## src/rtl/cfg_bus_pkg.sv

```systemverilog
// Shared definitions for the cfg_cs_n/cfg_ack_n four-phase register bus.
// Used by the bus master and by the responders that sit on the bus.
package cfg_bus_pkg;

  localparam int CFG_AW = 32;
  localparam int CFG_DW = 32;

  localparam logic CFG_RW_WRITE = 1'b0;
  localparam logic CFG_RW_READ  = 1'b1;

  typedef enum logic [2:0] {
    IDLE     = 3'd0,
    SETUP    = 3'd1,
    WAIT_ACK = 3'd2,
    WAIT_REL = 3'd3,
    RESP     = 3'd4
  } cfg_state_e;

endpackage

```

## src/rtl/cfg_ack_sync.sv

```systemverilog
// Two-flop synchronizer for the asynchronous low-active responder ack.
// Both flops reset to 1 so the bus looks idle straight out of reset.
module cfg_ack_sync (
  input  logic clk,
  input  logic rst,
  input  logic ack_n_i,
  output logic ack_s_o
);

  logic meta_q;
  logic sync_q;

  always_ff @(posedge clk) begin
    if (rst) begin
      meta_q <= 1'b1;
      sync_q <= 1'b1;
    end else begin
      meta_q <= ack_n_i;
      sync_q <= meta_q;
    end
  end

  assign ack_s_o = sync_q;

endmodule

```

## src/rtl/cfg_bus_master.sv

```systemverilog
// Initiator for the four-phase cfg register bus: accepts one command, runs one
// cs_n/ack_n transaction, returns read data or a timeout flag.
module cfg_bus_master
  import cfg_bus_pkg::*;
#(
  parameter int SETUP_CYC   = 2,
  parameter int TIMEOUT_CYC = 1024,
  parameter int TO_W        = 11
) (
  input  logic              clk,
  input  logic              rst,
  input  logic              cmd_valid,
  output logic              cmd_ready,
  input  logic              cmd_rw,
  input  logic [CFG_AW-1:0] cmd_addr,
  input  logic [CFG_DW-1:0] cmd_wdata,
  output logic              rsp_valid,
  input  logic              rsp_ready,
  output logic [CFG_DW-1:0] rsp_rdata,
  output logic              rsp_timeout,
  output logic              cfg_cs_n,
  input  logic              cfg_ack_n,
  output logic              cfg_rw,
  output logic [CFG_AW-1:0] cfg_addr,
  output logic [CFG_DW-1:0] cfg_wdata,
  input  logic [CFG_DW-1:0] cfg_rdata
);

  localparam logic [TO_W-1:0] SETUP_LAST = TO_W'(SETUP_CYC - 1);
  localparam logic [TO_W-1:0] TO_LAST    = TO_W'(TIMEOUT_CYC - 1);

  cfg_state_e        state_q;
  logic [TO_W-1:0]   cnt_q;
  logic              cmd_ready_q;
  logic              rsp_valid_q;
  logic [CFG_DW-1:0] rsp_rdata_q;
  logic              rsp_timeout_q;
  logic              cfg_cs_n_q;
  logic              cfg_rw_q;
  logic [CFG_AW-1:0] cfg_addr_q;
  logic [CFG_DW-1:0] cfg_wdata_q;
  logic              ack_s;

  cfg_ack_sync u_ack_sync (
    .clk     (clk),
    .rst     (rst),
    .ack_n_i (cfg_ack_n),
    .ack_s_o (ack_s)
  );

  always_ff @(posedge clk) begin
    if (rst) begin
      state_q       <= IDLE;
      cnt_q         <= '0;
      cmd_ready_q   <= 1'b0;
      rsp_valid_q   <= 1'b0;
      rsp_rdata_q   <= '0;
      rsp_timeout_q <= 1'b0;
      cfg_cs_n_q    <= 1'b1;
      cfg_rw_q      <= CFG_RW_WRITE;
      cfg_addr_q    <= '0;
      cfg_wdata_q   <= '0;
    end else begin
      case (state_q)
        IDLE: begin
          cmd_ready_q <= 1'b1;
          cfg_cs_n_q  <= 1'b1;
          if (cmd_ready_q && cmd_valid) begin
            cfg_rw_q    <= cmd_rw;
            cfg_addr_q  <= cmd_addr;
            cfg_wdata_q <= cmd_wdata;
            cmd_ready_q <= 1'b0;
            cnt_q       <= '0;
            state_q     <= SETUP;
          end
        end
        SETUP: begin
          // A stale ack (still low from a previous responder cycle) blocks
          // cs_n assertion; if it never clears the command times out here.
          if (cnt_q >= SETUP_LAST && ack_s) begin
            cfg_cs_n_q <= 1'b0;
            cnt_q      <= '0;
            state_q    <= WAIT_ACK;
          end else if (cnt_q == TO_LAST) begin
            rsp_rdata_q   <= '0;
            rsp_timeout_q <= 1'b1;
            cnt_q         <= '0;
            state_q       <= WAIT_REL;
          end else begin
            cnt_q <= cnt_q + TO_W'(1);
          end
        end
        WAIT_ACK: begin
          if (!ack_s) begin
            rsp_rdata_q   <= (cfg_rw_q == CFG_RW_READ) ? cfg_rdata : '0;
            rsp_timeout_q <= 1'b0;
            cfg_cs_n_q    <= 1'b1;
            cnt_q         <= '0;
            state_q       <= WAIT_REL;
          end else if (cnt_q == TO_LAST) begin
            rsp_rdata_q   <= '0;
            rsp_timeout_q <= 1'b1;
            cfg_cs_n_q    <= 1'b1;
            cnt_q         <= '0;
            state_q       <= WAIT_REL;
          end else begin
            cnt_q <= cnt_q + TO_W'(1);
          end
        end
        WAIT_REL: begin
          cfg_cs_n_q <= 1'b1;
          if (ack_s || cnt_q == TO_LAST) begin
            rsp_valid_q <= 1'b1;
            cnt_q       <= '0;
            state_q     <= RESP;
          end else begin
            cnt_q <= cnt_q + TO_W'(1);
          end
        end
        RESP: begin
          if (rsp_ready) begin
            rsp_valid_q <= 1'b0;
            cmd_ready_q <= 1'b1;
            state_q     <= IDLE;
          end
        end
        default: begin
          cmd_ready_q <= 1'b0;
          rsp_valid_q <= 1'b0;
          cfg_cs_n_q  <= 1'b1;
          cnt_q       <= '0;
          state_q     <= IDLE;
        end
      endcase
    end
  end

  assign cmd_ready   = cmd_ready_q;
  assign rsp_valid   = rsp_valid_q;
  assign rsp_rdata   = rsp_rdata_q;
  assign rsp_timeout = rsp_timeout_q;
  assign cfg_cs_n    = cfg_cs_n_q;
  assign cfg_rw      = cfg_rw_q;
  assign cfg_addr    = cfg_addr_q;
  assign cfg_wdata   = cfg_wdata_q;

endmodule

```

## config.mk

```make
export PLATFORM = sky130hd
export DESIGN_NAME = cfg_bus_master
export DESIGN_NICKNAME = d
export VERILOG_FILES = /design/src/rtl/cfg_bus_pkg.sv /design/src/rtl/cfg_ack_sync.sv /design/src/rtl/cfg_bus_master.sv
export SDC_FILE = /design/constraint.sdc
export NUM_CORES = 1
export LEC_CHECK = 0
export CORE_ASPECT_RATIO = 1.2
export CORE_MARGIN = 2
export CORE_UTILIZATION = 38
export CTS_CLUSTER_DIAMETER = 80
export DETAILED_ROUTE_END_ITERATION = 10
export HOLD_SLACK_MARGIN = 0.03
export PLACE_DENSITY = 0.76
export SYNTH_ARGS = -nofsm -noshare
export SYNTH_HDL_FRONTEND = slang
export SYNTH_HIERARCHICAL = 1
export SYNTH_SLANG_ARGS = --single-unit
```

## constraint.sdc

```tcl
create_clock -name clk -period 1.9 [get_ports clk]
set_clock_uncertainty 0.05 [all_clocks]
set_input_delay 0.38 -clock clk [delete_from_list [all_inputs] [get_ports clk]]
set_output_delay 0.38 -clock clk [all_outputs]
set_load 0.05 [all_outputs]
```

**Run 1: register map, names as in the netlist**

Other sequential cells in the stronger gray, the rest of the logic in the fainter gray.
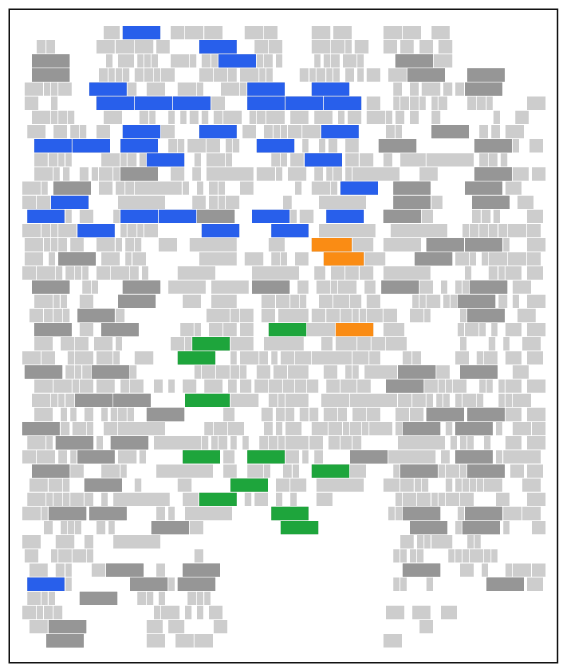
green -> `cnt_q`  # flops 11
orange -> `state_q`  # flops 3
blue -> `cfg_wdata`  # flops 32
not colored = 71
Final Util: 63.0%
power drawn by the sequential cells: 2650 uW
Sequential cell area: 0.00235 mm^2
sequential cell area share: 30.9%

**Run 1: pin map**

Pins as bars across the die edge, other pins in gray.
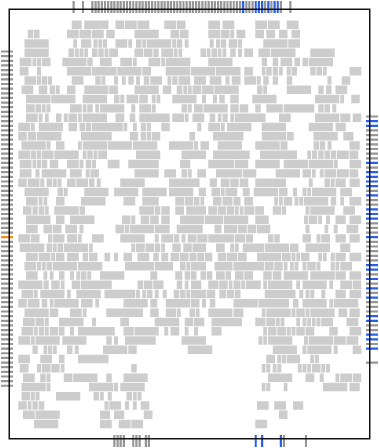
orange -> `cmd_ready`  # pins 1, direction output, edge left
blue -> `cfg_rdata`  # pins 32, direction input, edge 22 right, 7 top, 3 bottom
all pins by edge = 73 left, 64 top, 52 right, 14 bottom
DIE WIDTH: 105 um
tally of buffers added on design ports: 202
Die Y: 125 um

**Run 1: signal wires on met4**

Cells faint in the background.
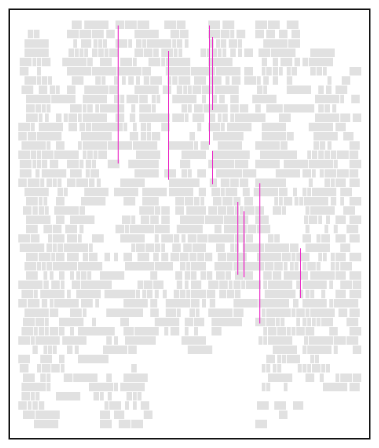
longest straight run = 40.8 um
nets with wire on the layer = 8
Routed Wire Length: 13900 um
total via count in the routed design: 4936

==> flow_metrics.py, run 1 <==
# Generated from Yosys and OpenROAD reports
metrics = {
    "route": {
        "ratio_of_routed_vias_to_standard_cells": 4.96,
        "detail_route.first_pass.iterations": 5,
        "wl_per_cell_um": 14.0,
        "route.antenna.remaining_nets": 0,
        "remaining_drc_errors": 0,
        "dr.first_iter.drc_count": 212,
    },
    "job": {
        "drv_cap": 0,
        "openroad.warnings": 29,
    },
    "power": {
        "ir_worst_vdd_mv": 0.686,
        "p_per_area_mw_per_mm2": 995,
        "power.static_leakage_uw": 0.00310,
        "post-layout-total-power_uw": 7560,
    },
    "synthesis": {
        "area_of_the_synthesized_netlist_per_yosys_stat_mm2": 0.00467,
        "async_flop_share_pct": 0,
        "yosys.cell_types.count": 43,
        "syn_avg_cell_area_um2": 7.72,
        "yosysSeqAreaShare_pct": 50.2,
        "top_cells_by_count": "nand2_1 (212), dfxtp_1 (117), a21oi_1 (86), nor2_1 (34), clkbuf_1 (30)",
        "ys.flop_type": "dfxtp_1",
        "syn_area_mm2": 0.00467,
        "synthesis.instances": 604,
        "post-synth-top-area-fraction_pct": 50.2,
        "ys.warnings.count": 6,
        "yosys_cells": 604,
        "numSynthFlops": 117,
        "synthesis.nets": 708,
        "synth_top_cell_by_area": "dfxtp_1",
        "post-synth-top-count-cell": "nand2_1",
        "ys_top_cells_by_area": "dfxtp_1 (50%), nand2_1 (17%), a21oi_1 (9.2%)",
        "post_synth_edffs": 0,
    },
    "cells_and_area": {
        "antenna_cells_inserted": 0,
        "share_of_final_layout_standard_cells_stronger_than_drive_strength_1_pct": 21.6,
        "area_delta_synth_final_pct": 62.8,
        "post-route-cell-area_mm2": 0.00759,
        "fin_nets": 925,
        "stdcell_count": 995,
        "n_fill_cell": 994,
    },
    "critical_path": {
        "slack_of_the_worst_reg_to_reg_path_ns": 0.05,
        "reg2regPathDepth": 7,
        "crit_buf_inv": 3,
        "critical_path_depth": 7,
        "cp_data_required_time_ns": 2.11,
        "setup.worst_path.class": "reg2reg",
        "crit_path_start_kind": "flop",
        "worstReg2RegStart": "cnt_q[0]",
        "timing.critical_path.to_type": "flop",
        "crit_start": "cnt_q[0]",
        "cpMaxStageDelayCell": "dfxtp_1",
        "regToRegEndpoint": "rsp_rdata[23]",
        "critPathTopFamily": "buffers and inverters",
        "cpPeakStageDelay_ns": 0.35,
        "cp_cell_sequence": "nor4_1 -> buf_4 -> a31oi_1 -> o21ai_2 -> buf_4 -> buf_2 -> a211oi_1",
        "cp_max_fo": 10,
        "cp.arrival_ns": 2.06,
        "cp_common_cell": "buf_4",
        "crit_path_end": "rsp_rdata[23]",
    },
    "global_route": {
        "first_pass_grt_wire_length_um": 22300,
        "global_route.overflow_total": 0,
        "track_usage_pct": 20.6,
        "globalRouteMet1Util_pct": 23.1,
        "use_met3_pct": 6.99,
        "vias_in_the_first_global_route": 4808,
        "globalRoute.busiestLayer": "met2",
        "antenna_found_initial": 0,
        "grt_start_max_net_pins": 53,
        "global_routing_met2_resource_utilization_pct": 36.3,
    },
    "placement": {
        "pre_cts_ws_ns": -0.101,
        "placement.cell_area_mm2": 0.00686,
        "place_congestion": 0.827,
        "placedCellCount": 957,
        "placed_wire_length_estimate_after_detailed_placement_um": 9930,
    },
    "final_timing": {
        "timing.max_slew.rel_slack_pct": 67.1,
        "fin_setup_tns_ns": 0,
        "max_freq_mhz": 542,
        "tightestPinTransition_ns": 0.496,
        "report.final.setup_viol": 0,
        "rsz0062_at_grt": "true",
        "fin_worst_hold_slack_ns": 0.363,
        "timing.final.max_slew_violations": 0,
        "setup_ws_ns": 0.0538,
        "finalCriticalPeriod_ns": 1.85,
        "finalCritPeriodShare_pct": 97.2,
        "report.final.hold_viol_count": 0,
    },
    "clocking": {
        "root_buf_cell": "clkbuf_16",
        "cts_hold_repair.buffers": 0,
        "worstSkewPairLatency_ns": 0.40,
        "cts.htree.levels": 4,
        "cts_tree": "done",
        "clock_sink_count": 117,
        "max-clock-path-buffers": 2,
        "cts-buffers-inserted": 17,
        "clkTransAtPathRegs_ns": 0.05,
    },
    "floorplanning": {
        "die_area_mm2": 0.0132,
        "io_pins": 203,
        "placeableCoreArea_mm2": 0.0121,
        "core_util_floorplan_pct": 38.7,
        "rows": 44,
    },
    "hold_path": {
        "min_path_cells": 1,
        "min-delay-path-class": "reg2reg",
    },
    "run_status": {
        "status": "completed",
    },
}
==> run 1: where the power goes <==
group,total (uW),internal (uW),leakage [uW],switching [uW]
registers,2650,2570,0.000951,77.7
clock network,3400,2240,0.000300,1160
logic,1500,612,0.00185,890
==> run 1: layout by cell type (no fill, tap or decap), types with 3 or more instances in the layout <==
cell type	netlist	layout
buf_12	0	6
buf_4	2	113
nand2_1	212	212
clkdlybuf4s50_1	0	100
bufinv_16	0	4
nor3_1	6	6
nand4_1	3	3
a21oi_1	86	86
nor4_1	5	3
xor2_1	4	4
dlygate4sd2_1	0	20
clkbuf_16	0	17
nand3_1	18	17
a211oi_1	22	21
clkinvlp_4	0	4
inv_6	0	3
a31oi_1	4	4
o21ai_0	4	4
dfxtp_1	117	114
a22oi_1	4	3
nor2_1	34	32
==> run 1: sequential cells by signal (all words and copies together), names as in the netlist <==
name	cells
cfg_rw	1
rsp_valid	1
rsp_rdata	32
u_ack_sync/ack_s_o	1
cnt_q	11
u_ack_sync/meta_q	1
cmd_ready	1
cfg_wdata	32
state_q	3
cfg_addr	32
cfg_cs_n	1
rsp_timeout	1
==> run 1: layout make-up <==
cell class | instances | area, um^2 | area share [%]
repair buffers | 242 | 2170 | 28.6
multi-input cells | 440 | 2220 | 29.3
well taps | 161 | 201 | 2.65
flip-flops and latches | 117 | 2350 | 30.9
inverters | 3 | 11.3 | 0.148
clock buffers | 18 | 439 | 5.78
clock inverters | 14 | 199 | 2.62
==> run 1: how the worst min path moves through the flow <==
stage / start / endpoint / slack (ns)
4_1_cts: u_ack_sync/meta_q / u_ack_sync/ack_s_o / 0.37
5_1_grt: u_ack_sync/meta_q / u_ack_sync/ack_s_o / 0.38
3_3_place_gp: u_ack_sync/meta_q / u_ack_sync/ack_s_o / 0.35
2_1_floorplan: u_ack_sync/meta_q / u_ack_sync/ack_s_o / 0.33
3_5_place_dp: u_ack_sync/meta_q / u_ack_sync/ack_s_o / 0.34
6_report: u_ack_sync/meta_q / u_ack_sync/ack_s_o / 0.36
==> run 1: repair_timing <==
item | 4_1_cts | 5_1_grt
gates resized | 25 | 14
cloned | 0 | 2
hold endpoints to repair | 0 | 0
pin swaps | 2 | 8
endpoints found under the setup margin | 59 | 47
setup buffers | 2 | 2
==> run 1: worst register-to-register path, stage by stage, from the launching register on <==
cell      delay, ns
dfxtp_1        0.35
nor4_1         0.33
buf_4          0.17
a31oi_1        0.12
o21ai_2        0.20
buf_4          0.16
buf_2          0.22
a211oi_1       0.10
==> run 1: per-layer routing <==
layer / share of wire, % / vias to the layer above / wire (um)
li1: - / 2459 / -
met3: 8.2 / 21 / 1140
met2: 51 / 196 / 7110
met4: 1.7 / 0 / 238
met1: 39 / 2260 / 5450
met5: 0 / - / 0
==> run 1: logic make-up after synthesis <==
| group | count (synthesis) | share of synthesized area, % |
|---|---|---|
| AOI/OAI and AO/OA | 133 | 16.8 |
| xor gates and xnor gates | 5 | 0.939 |
| DFF | 117 | 50.2 |
| and+or+nand+nor | 297 | 26.7 |
| buffers and inverters | 48 | 4.37 |
| adders and majority gates | 2 | 0.536 |
| muxes | 2 | 0.429 |
==> run 2: changes to the inputs <==
--- a/config.mk
+++ b/config.mk
@@ -6,13 +6,11 @@
 export NUM_CORES = 1
 export LEC_CHECK = 0
 export CORE_ASPECT_RATIO = 1.2
-export CORE_MARGIN = 2
 export CORE_UTILIZATION = 38
 export CTS_CLUSTER_DIAMETER = 80
 export DETAILED_ROUTE_END_ITERATION = 10
 export HOLD_SLACK_MARGIN = 0.03
-export PLACE_DENSITY = 0.76
+export PLACE_DENSITY = 0.77
 export SYNTH_ARGS = -nofsm -noshare
 export SYNTH_HDL_FRONTEND = slang
-export SYNTH_HIERARCHICAL = 1
 export SYNTH_SLANG_ARGS = --single-unit
==> run 2 against run 1 <==
The flow now finishes with violations (setup timing). Non-clock buffer count is 4 higher. Core utilization up 0.75 points. Via count decreased by 8.0%. Largest cell class unchanged. Maximum frequency down 8.2%. Highest routed layer unchanged. Register-to-register slack got worse by 0.16 ns. Critical endpoint is now cnt_q[8]. Power down 1.3%. Final cell count fell by 9.4%. Count of clock-buffer cells in the layout unchanged. Cell area fell by 2.9%. Critical path type unchanged. Setup slack got worse by 0.16 ns. Area after synthesis fell by 3.5%. Sequential share of layout area is 0.88 points higher.
==> flow_metrics.py, run 2 <==
# Generated from Yosys and OpenROAD reports
metrics = {
    "run_status": {
        "status": "complete, but fails checks",
        "violations": "setup timing",
    },
    "global_route": {
        "global_routing_met2_resource_utilization_pct": 35.6,
        "globalRouteMet1Util_pct": 22.0,
        "track_usage_pct": 20.6,
        "first_pass_grt_wire_length_um": 19800,
        "global_route.overflow_total": 0,
        "use_met3_pct": 6.91,
    },
    "floorplanning": {
        "placeableCoreArea_mm2": 0.0116,
        "die_height_um": 121,
        "die_area_mm2": 0.0123,
    },
    "synthesis": {
        "yosysSeqAreaShare_pct": 52.0,
        "ys_sh_xor_pct": 0.973,
        "post-synth-top-count-cell": "nand2_1",
        "yosys.cell_types.count": 51,
        "ys_top_cells_by_area": "dfxtp_1 (52%), nand2_1 (12%), a21oi_1 (8.3%)",
        "synth_top_cell_by_area": "dfxtp_1",
        "synthesis.nets": 611,
        "yosys.area_share.aoi_pct": 21.1,
        "syn_area_mm2": 0.00450,
        "syn_avg_cell_area_um2": 8.88,
        "synthTopLogicFamily": "AND-OR/OR-AND gates",
        "synthesis.instances": 507,
        "simple_gate_share_of_the_synthesized_area_pct": 19.5,
        "ys.flop_type": "dfxtp_1",
    },
    "placement": {
        "placedCellCount": 869,
        "tally_of_buffers_added_on_design_ports": 202,
        "placed_wire_length_estimate_after_detailed_placement_um": 9030,
    },
    "critical_path": {
        "cp_max_fo": 10,
        "cp_data_required_time_ns": 2.17,
        "cp.arrival_ns": 2.28,
        "setup.worst_path.class": "reg2reg",
        "timing.critical_path.to_type": "flop",
    },
    "job": {
        "openroad.warnings": 30,
        "drv_cap": 0,
    },
    "cells_and_area": {
        "antenna_cells_inserted": 0,
        "share_of_final_layout_standard_cells_stronger_than_drive_strength_1_pct": 22.8,
        "area_delta_synth_final_pct": 63.8,
        "fin_nets": 835,
    },
    "clocking": {
        "postCtsSetupBuffers": 0,
        "clock_sink_count": 117,
        "cts_tree": "done",
        "count_of_instances_resized_after_the_clock_tree_is_built": 30,
        "max-clock-path-buffers": 2,
        "cts-buffers-inserted": 17,
        "root_buf_cell": "clkbuf_16",
        "cts.htree.levels": 4,
    },
    "final_timing": {
        "rsz0062_at_grt": "true",
        "report.final.hold_viol_count": 0,
        "max_freq_mhz": 497,
        "timing.max_slew.rel_slack_pct": 66.3,
        "tightestPinTransition_ns": 0.508,
        "fin_worst_hold_slack_ns": 0.229,
        "setup_ws_ns": -0.111,
        "report.final.setup_viol": 41,
        "finalCriticalPeriod_ns": 2.01,
    },
    "route": {
        "ratio_of_routed_vias_to_standard_cells": 5.04,
        "wl_per_cell_um": 13.9,
        "detail_route.first_pass.iterations": 5,
        "dr.first_iter.drc_count": 159,
    },
    "power": {
        "p_per_area_mw_per_mm2": 1010,
        "comb_power_share_pct": 17.8,
        "p_seq_share_pct": 35.3,
    },
    "hold_path": {
        "min-delay-path-class": "in2reg",
    },
}
## run 2: worst paths after layout
path                startpoint                 end  cells past startpoint  slack, ns
min reg2reg  u_ack_sync.meta_q  u_ack_sync.ack_s_o                      1       0.36
max                   cnt_q[1]            cnt_q[8]                      7      -0.11
max reg2reg           cnt_q[1]            cnt_q[8]                      7      -0.11
min                        rst            cnt_q[1]                      2       0.23
## run 2: layout make-up
cell class                      count  area (um^2)  area share [%]
Sequential cell                   117         2340            31.8
Multi-Input combinational cell    341         1940            26.3
Timing Repair Buffer              246         2210            30.0
Inverter                            8         30.0           0.407
Clock inverter                     14          225            3.05
Tap cell                          157          196            2.66
Clock buffer                       18          429            5.82
## run 2: metal layers
metal / share of wire (%) / vias up
met1: 39 / 2080
met2: 50 / 192
met3: 7.7 / 34
met4: 3.3 / 0
met5: 0 / -
li1: - / 2233
## run 2: through the flow
stage | setup TNS (ns) | setup slack (ns) | area (um^2) | util (%) | power (uW)
global placement | -1.98 | -0.130 | 6740 | 58.2 | 3990
CTS | -3.01 | -0.0937 | 7360 | 63.6 | 7520
floorplan | -0.835 | -0.0288 | 4520 | - | 3440
finish | -2.83 | -0.111 | 7370 | 63.7 | 7460
detailed placement | -4.45 | -0.233 | 6740 | 58.2 | 4010
global route | -6.24 | -0.193 | 7370 | 63.7 | 7740
## run 2: cells by family after synthesis
family	after synthesis
flip-flops	117
adder cells (fa/ha/maj)	2
buffers and inverters	49
AND/OR/NAND/NOR	193
XOR/XNOR	5
AND-OR/OR-AND	141
## run 2: power by group through the flow
stage,sequential [uW],clock [uW],combinational (uW)
6_report,2630,3500,1330
5_1_grt,2650,3680,1420
4_1_cts,2630,3560,1330
3_5_place_dp,2690,0,1330
3_3_place_gp,2680,0,1310
2_1_floorplan,3030,0,411
## run 2: critical path: stages (launching register included)
cell,delay (ns)
dfxtp_2,0.35
inv_2,0.04
ha_2,0.15
or4_4,0.44
nor4_4,0.29
buf_4,0.24
a2111oi_1,0.09
nor4b_2,0.27
**Run 2: clock wires, drivers and flops**

Bar = 20 um.
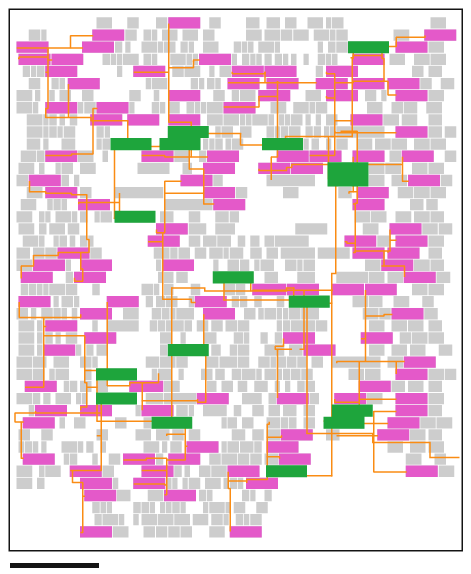
orange -> clock wires  # length 1480 um
green -> clock drivers  # count 17
magenta -> flip-flops  # count 117
flops lie = all over the die
clock insertion delay at the later pin of the skew report: 0.41 ns
clk pwr: 3500 uW
Clock power frac: 46.9%

==> run 3: changes to the inputs <==
--- a/config.mk
+++ b/config.mk
@@ -6,9 +6,11 @@
 export NUM_CORES = 1
 export LEC_CHECK = 0
 export CORE_ASPECT_RATIO = 1.2
+export CORE_MARGIN = 4
 export CORE_UTILIZATION = 38
 export CTS_CLUSTER_DIAMETER = 80
 export DETAILED_ROUTE_END_ITERATION = 10
+export GPL_ROUTABILITY_DRIVEN = 0
 export HOLD_SLACK_MARGIN = 0.03
 export PLACE_DENSITY = 0.77
 export SYNTH_ARGS = -nofsm -noshare
==> run 3 against run 2 <==
The run still ends with setup timing left. Worst hold slack better by 0.13 ns. Maximum frequency shrank 0.90%. Die size rose by 11%. First-iteration DRC count rose by 33%. Critical path type unchanged. Clock power shrank 5%. Highest routed layer unchanged. Combinational power rose by 6%. Power down 1.3%. Via count grew 1.6%. Routed wire length is 12% higher.
==> flow_metrics.py, run 3 <==
# Generated from Yosys and OpenROAD reports
metrics = {
    "run_status": {
        "status": "complete, but fails checks",
        "violations": "setup timing",
    },
    "route": {
        "detail_route.wirelength_um": 14100,
        "route.vias.total": 4611,
        "wl_per_cell_um": 15.6,
        "ratio_of_routed_vias_to_standard_cells": 5.10,
        "detail_route.first_pass.iterations": 4,
        "remaining_drc_errors": 0,
        "route.antenna.remaining_nets": 0,
        "dr.first_iter.drc_count": 212,
    },
    "floorplanning": {
        "io_pins": 203,
        "die_height_um": 127,
        "core_util_floorplan_pct": 38.9,
        "chipWidth_um": 107,
        "rows": 43,
        "placeableCoreArea_mm2": 0.0116,
        "die_area_mm2": 0.0137,
    },
    "clocking": {
        "cts.htree.levels": 4,
        "worstSkewPairLatency_ns": 0.40,
        "root_buf_cell": "clkbuf_16",
        "max-clock-path-buffers": 2,
        "clock_sink_count": 117,
        "cts-buffers-inserted": 17,
        "cts_hold_repair.buffers": 0,
        "cts_tree": "done",
        "clkTransAtPathRegs_ns": 0.05,
    },
    "final_timing": {
        "finalCriticalPeriod_ns": 2.03,
        "setup_ws_ns": -0.129,
        "max_freq_mhz": 493,
        "report.final.setup_viol": 35,
        "timing.max_slew.rel_slack_pct": 58.0,
        "report.final.hold_viol_count": 0,
        "rsz0062_at_grt": "true",
        "tightestPinTransition_ns": 0.631,
        "timing.final.max_slew_violations": 0,
        "fin_setup_tns_ns": -3.90,
        "finalCritPeriodShare_pct": 107,
        "fin_worst_hold_slack_ns": 0.358,
    },
    "critical_path": {
        "timing.critical_path.to_type": "flop",
        "cp_max_fo": 33,
        "setup.worst_path.class": "reg2reg",
        "cpMaxStageDelayCell": "or4_4",
        "cp_data_required_time_ns": 2.14,
        "cp_cell_sequence": "inv_2 -> ha_4 -> or4_4 -> nor4_4 -> buf_4 -> o31ai_4 -> buf_12 -> a32o_1",
        "cp.arrival_ns": 2.27,
        "cpPeakStageDelay_ns": 0.43,
        "critPathTopFamily": "simple AND/OR/NAND/NOR gates",
        "crit_path_start_kind": "flop",
        "crit_buf_inv": 3,
    },
    "placement": {
        "tally_of_buffers_added_on_design_ports": 202,
        "placement.cell_area_mm2": 0.00668,
        "placed_wire_length_estimate_after_detailed_placement_um": 10200,
        "placedCellCount": 867,
    },
    "synthesis": {
        "syn_area_mm2": 0.00450,
        "area_of_the_synthesized_netlist_per_yosys_stat_mm2": 0.00450,
        "ys.warnings.count": 0,
        "synthesis.instances": 507,
        "synthesis.nets": 611,
        "numSynthFlops": 117,
        "post_synth_edffs": 0,
        "post-synth-top-area-fraction_pct": 52.0,
        "yosys.cell_types.count": 51,
        "ys_top_cells_by_area": "dfxtp_1 (52%), nand2_1 (12%), a21oi_1 (8.3%)",
        "synth_top_cell_by_area": "dfxtp_1",
        "yosys_cells": 507,
        "top_cells_by_count": "nand2_1 (141), dfxtp_1 (117), a21oi_1 (75), a32o_1 (33), clkbuf_1 (24)",
        "syn_avg_cell_area_um2": 8.88,
        "yosysSeqAreaShare_pct": 52.0,
        "post-synth-top-count-cell": "nand2_1",
        "async_flop_share_pct": 0,
        "ys.flop_type": "dfxtp_1",
    },
    "cells_and_area": {
        "n_fill_cell": 983,
        "fin_nets": 838,
        "sequential_cell_area_mm2": 0.00235,
        "stdcell_count": 904,
        "post-route-cell-area_mm2": 0.00743,
        "area_delta_synth_final_pct": 65.0,
        "share_of_final_layout_standard_cells_stronger_than_drive_strength_1_pct": 26.1,
        "multiInputGateArea_mm2": 0.00202,
        "antenna_cells_inserted": 0,
        "lay_top_cells": "nand2_1 (141), buf_4 (126), dfxtp_1 (114)",
        "lay_top_count": "nand2_1",
    },
    "global_route": {
        "track_usage_pct": 20.0,
        "first_pass_grt_wire_length_um": 21900,
        "vias_in_the_first_global_route": 4580,
        "antenna_found_initial": 0,
        "grt_start_max_net_pins": 37,
        "global_route.overflow_total": 0,
    },
    "power": {
        "p_per_area_mw_per_mm2": 991,
        "power.static_leakage_uw": 0.00302,
        "ir_worst_vdd_mv": 0.550,
    },
    "job": {
        "drv_cap": 0,
        "openroad.warnings": 30,
    },
    "hold_path": {
        "min-delay-path-class": "reg2reg",
    },
}
[run 3: cell counts after synthesis]
No cell type changed its count.
[run 3: metrics by stage]
step | setup slack, ns | total power (uW)
2_1_floorplan | -0.0288 | 3440
3_3_place_gp | -0.160 | 4000
3_5_place_dp | -0.223 | 4030
4_1_cts | -0.0952 | 7360
5_1_grt | -0.172 | 7640
6_report | -0.129 | 7360
[run 3: metal layers]
metal / GRT usage, % / part of all wire [%]
met2: 34.1 / 50
met4: 10.7 / 3.5
met5: 0 / 0
met1: 21.5 / 38
met3: 7.43 / 9.2
[run 3: path summary, 6_finish.rpt]
path                      from                 end  slack (ns)  depth (start not counted)
min          u_ack_sync.meta_q  u_ack_sync.ack_s_o        0.36                          1
max reg2reg           cnt_q[1]       rsp_rdata[10]       -0.13                          8
max                   cnt_q[1]       rsp_rdata[10]       -0.13                          8
min reg2reg  u_ack_sync.meta_q  u_ack_sync.ack_s_o        0.36                          1
[run 3: worst register-to-register path: stages, from the launching register on]
cell     delay (ns)
dfxtp_2        0.35
inv_2          0.05
ha_4           0.14
or4_4          0.43
nor4_4         0.21
buf_4          0.18
o31ai_4        0.08
buf_12         0.17
a32o_1         0.26
[run 3: repair_timing]
| item | CTS | global route |
|---|---|---|
| buffers inserted | 0 | 4 |
| gates resized | 18 | 19 |
| setup endpoints to repair | 57 | 48 |
| cloned | 0 | 1 |
| pin swaps | 0 | 12 |
[run 3: power breakdown]
group	total, uW	switching [uW]	internal [uW]
logic	1410	816	590
registers	2640	67.4	2570
clock network	3310	1120	2200
total	7360	2000	5360
[run 3: logic make-up after synthesis]
group,after synthesis,share of synthesized area (%)
xor gates and xnor gates,5,0.973
and+or+nand+nor,193,19.5
AOI/OAI and AO/OA,141,21.1
DFF,117,52.0
adders and majority gates,2,0.556
buffers and inverters,49,5.86
[run 3: area by class of cell]
cell class	instances	share of cell area, %
flip-flops and latches	117	31.6
repair buffers	249	29.9
multi-input cells	341	27.2
clock buffers	20	5.88
well taps	157	2.64
clock inverters	12	2.39
inverters	8	0.404
**Run 3: register map, names as in the netlist**

Other sequential cells in the stronger gray, the rest of the logic in the fainter gray.
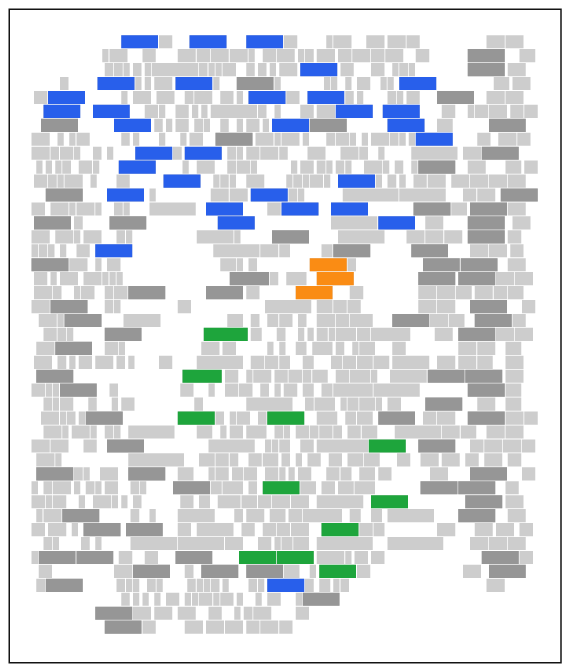
blue -> `cfg_wdata`  # flops 32
orange -> `state_q`  # flops 3
green -> `cnt_q`  # flops 11
power drawn by the sequential cells: 2640 uW
Final Util: 64.2%


==> gallery <==
Congestion heat map.
(a)
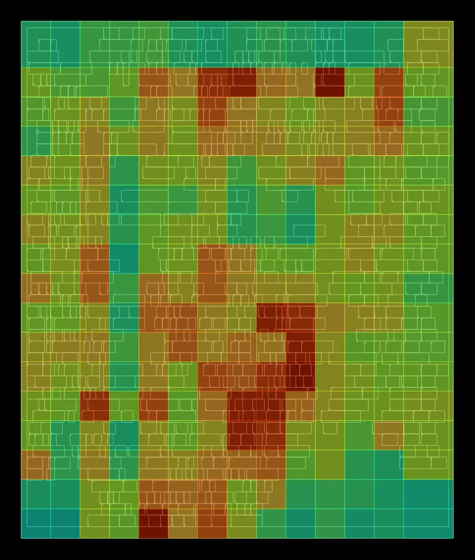
(b)
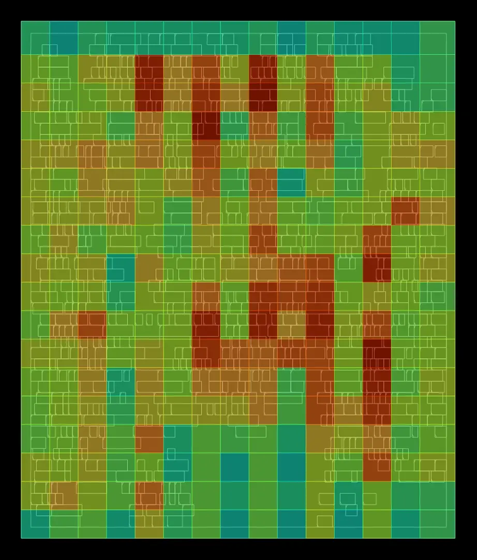
run 2 -> (a)
run 1 -> (b)

Power figures rest on the tool's default switching activity, not on a simulated workload.
